### Placement by cell class, run 1

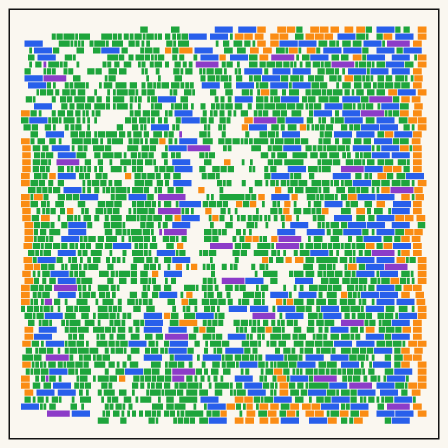
### M3 wires, run 1

Bar = 50 um.
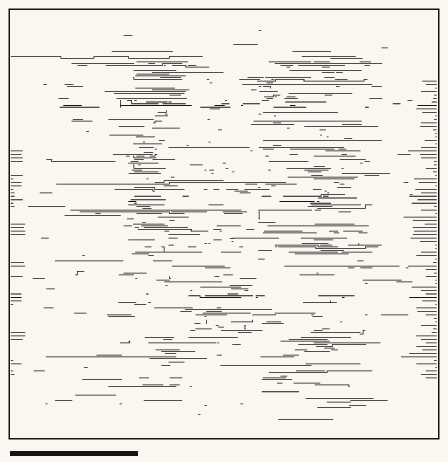
### Cell area per tile, run 1

The die is cut into 17 by 17 equal tiles; white is low, dark blue is high, 0 to 100% covered.
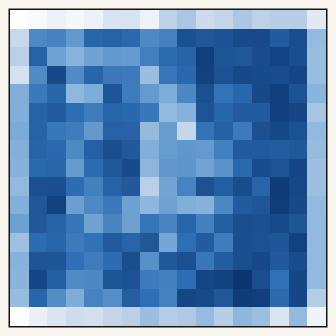
### M2 wires, run 1

Bar = 50 um.
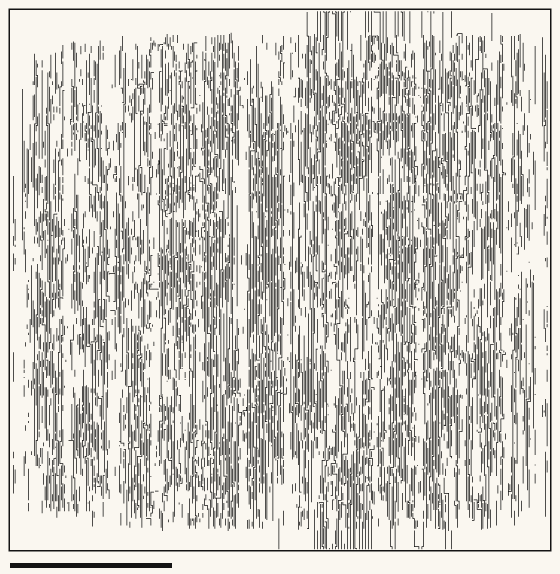
Design muldiv_hilo_ctrl_flat, sky130hd; sources not shown.
==> flow_metrics.py <==
# Flow results
metrics = {
    "cells_and_area": {
        "finish.cell_count_without_fillers": 2437,
        "buffers_excl_clock": 216,
        "area_delta_synth_final_pct": 17.0,
        "drive_gt1_share_pct": 8.09,
        "num-nonclk-inverters": 64,
        "ff_latch_area_um2": 4110,
        "logic_gates": 1591,
        "finalNetCount": 2253,
        "antenna_cells_inserted": 0,
        "nClkBuffers": 31,
        "logic_area_um2": 10900,
        "comb_area_share_pct": 58.9,
        "lay_top_count": "sky130_fd_sc_hd__nor2_1",
        "clock_network_contribution_to_total_cell_area_pct": 4.41,
        "buffer_area_share_pct": 11.1,
        "largest_cell_class": "logic gates",
    },
    "power": {
        "switchingPower_mw": 1.24,
        "pwr.group.sequential_mw": 1.78,
        "clock_net_power_mw": 1.92,
        "vdd_ir_drop_max_uv": 235,
        "switching_part_of_the_total_pct": 28.1,
        "power_density_nw_per_um2": 237,
        "comb_power_mw": 0.695,
        "max_power_group": "clock",
        "p_clk_share_pct": 43.7,
        "post-layout-total-power_mw": 4.40,
        "power_report.internal_total_mw": 3.16,
        "power.sequential.fraction_pct": 40.5,
    },
    "critical_path": {
        "reg2reg_slack_ns": 0.86,
        "crit_path_max_fanout": 29,
        "r2r.worst_path.cells": 14,
        "worstPathRequired_ns": 5.14,
        "end_kind": "register",
        "critical_path.startpoint_type": "register",
        "worst_ep_arrival_time_ns": 4.29,
        "criticalPathCategory": "register to register",
    },
    "global_routing": {
        "first_global_vias": 16000,
        "largest_net_degree_at_the_start_of_global_routing": 109,
        "grt-busiest-layer": "met2",
        "grt_remaining_overflow": 0,
        "global_route_wire_length_before_repair_mm": 84.9,
        "antenna_violations_before_repair": 0,
    },
    "clocking": {
        "cts_buffer_depth": 3,
        "clk_root_buffer_cell": "sky130_fd_sc_hd__clkbuf_16",
        "clk_pin_slew_ns": 0.05,
        "postCtsHoldBufs": 0,
        "clock_sinks": 205,
        "tritoncts": "yes",
        "postCtsSetupRepairBufs": 0,
        "post_cts_resize_count": 0,
    },
    "synth": {
        "area_leaders": "sky130_fd_sc_hd__dfxtp_1 (26%), sky130_fd_sc_hd__mux2i_1 (6.5%), sky130_fd_sc_hd__a211oi_1 (6.1%)",
        "synthDominantAreaCellType": "sky130_fd_sc_hd__dfxtp_1",
        "synth-seq-area-share_pct": 25.8,
        "synth.yosys.chip_area_um2": 15900,
        "xor_area_share_pct": 9.20,
        "postSynthRegisterBits": 205,
        "yosys.area_share.simple_pct": 17.7,
        "synth_nets": 2153,
        "post_synth_most_frequent_cells": "sky130_fd_sc_hd__nor2_1 (210), sky130_fd_sc_hd__dfxtp_1 (205), sky130_fd_sc_hd__a21oi_1 (163)",
        "post_synthesis_cell_type_with_the_largest_instance_count": "sky130_fd_sc_hd__nor2_1",
        "netlist_instances": 2008,
        "yosys-dominant-comb-family": "AND-OR/OR-AND gates",
        "synth.top_cell.area_share_pct": 25.8,
        "number_of_synthesized_flops_with_an_enable_pin": 0,
        "synth-adder-area-share_pct": 5.69,
        "post_synth.cell_area_avg_um2": 7.91,
        "number_of_standard_cells_reported_by_yosys": 2008,
        "synth_top_flop_cell": "sky130_fd_sc_hd__dfxtp_1",
        "async_flop_share_pct": 0,
        "ys_sh_mux_pct": 6.92,
        "yosys_warnings": 0,
    },
    "final_timing": {
        "finalClockPeriodUsage_pct": 81.8,
        "achievable-frequency_mhz": 260,
        "layout_min_cycle_time_ns": 3.84,
        "setup_slack_ns": 0.856,
        "slew_violations": 0,
        "final-hold-violation-count": 0,
        "tightest_slew_ns": 1.10,
        "grt_setup_unrepaired": "false",
        "fin_worst_skew_ns": 0.0167,
        "final-setup-viol-count": 0,
    },
    "die": {
        "die_w_um": 167,
        "io-pin-count": 174,
        "floorplan.die_area_um2": 27800,
        "floorplan.die.height_um": 167,
    },
    "routing": {
        "top_routing_layer_in_use": "met4",
        "detail_route.wl_per_cell_um": 21.6,
        "drt_iter0_drc": 1867,
        "route.detailed.vias_per_inst": 6.77,
        "met2_length_mm": 24.4,
        "wirelength_met1_mm": 21.4,
        "drcViolationCount": 0,
        "met3_length_mm": 4.58,
        "number_of_optimization_iterations_in_the_first_detailed_route_pass": 5,
    },
    "placement": {
        "routabilityCongestion": 1.03,
        "dp_cells": 2399,
        "dpl-instance-area_um2": 17700,
        "hpwlAfterDp_mm": 37.9,
        "port_buffers": 173,
    },
    "status": {
        "run_status": "finished clean",
    },
    "run": {
        "maxCapViolations": 0,
    },
    "hold_path": {
        "worstHoldPathCells": 2,
    },
}
## Picture notes: 'Placement by cell class'
blue -> flip-flops  # cells 205, share of their area 23%
purple -> clock drivers and dummy loads  # cells 37, share of their area 4.5%
orange -> other buffers and delay cells  # cells 216, share of their area 11%
green -> all other logic  # cells 1,655, share of their area 61%
Seq/total area: 22.1%
Row Count: 57
Std-Cell Core Area: 24,500 um2

## Picture notes: 'M3 wires'
share of all routed wire = 8.7%
main direction = horizontal
wire length on this layer = 4,580 um
total number of vias: 16,500
GR met3 Demand/Resource: 5.36%
Routed WL: 52.7 mm

## Picture notes: 'Cell area per tile'
fullest tile = 97%
densest ninth of the die = middle right
nearly empty tiles = 0.70%
mean over tiles = 65%
tiles over 75% full = 48%
Starting Density: 64.7%
core occupancy in the finished layout: 75.7%

## Picture notes: 'M2 wires'
nets with wire on the layer = 1,936
wire length on this layer = 24.4 mm
global routing met2 resource utilization: 60.5%

-- run 1: critical path: stages (launching register included) --
cell and delay, ns:
sky130_fd_sc_hd__dfxtp_1 0.51, sky130_fd_sc_hd__inv_1 0.11, sky130_fd_sc_hd__ha_1 0.25, sky130_fd_sc_hd__fa_1 0.38, sky130_fd_sc_hd__nand2b_1 0.19, sky130_fd_sc_hd__a21oi_1 0.22, sky130_fd_sc_hd__o21ai_0 0.21, sky130_fd_sc_hd__a21oi_1 0.46
sky130_fd_sc_hd__buf_4 0.23, sky130_fd_sc_hd__o211ai_1 0.13, sky130_fd_sc_hd__o211a_1 0.16, sky130_fd_sc_hd__buf_4 0.25, sky130_fd_sc_hd__nand3_1 0.16, sky130_fd_sc_hd__o211ai_1 0.11, sky130_fd_sc_hd__a32o_1 0.31
Power figures rest on the tool's default switching activity, not on a simulated workload.
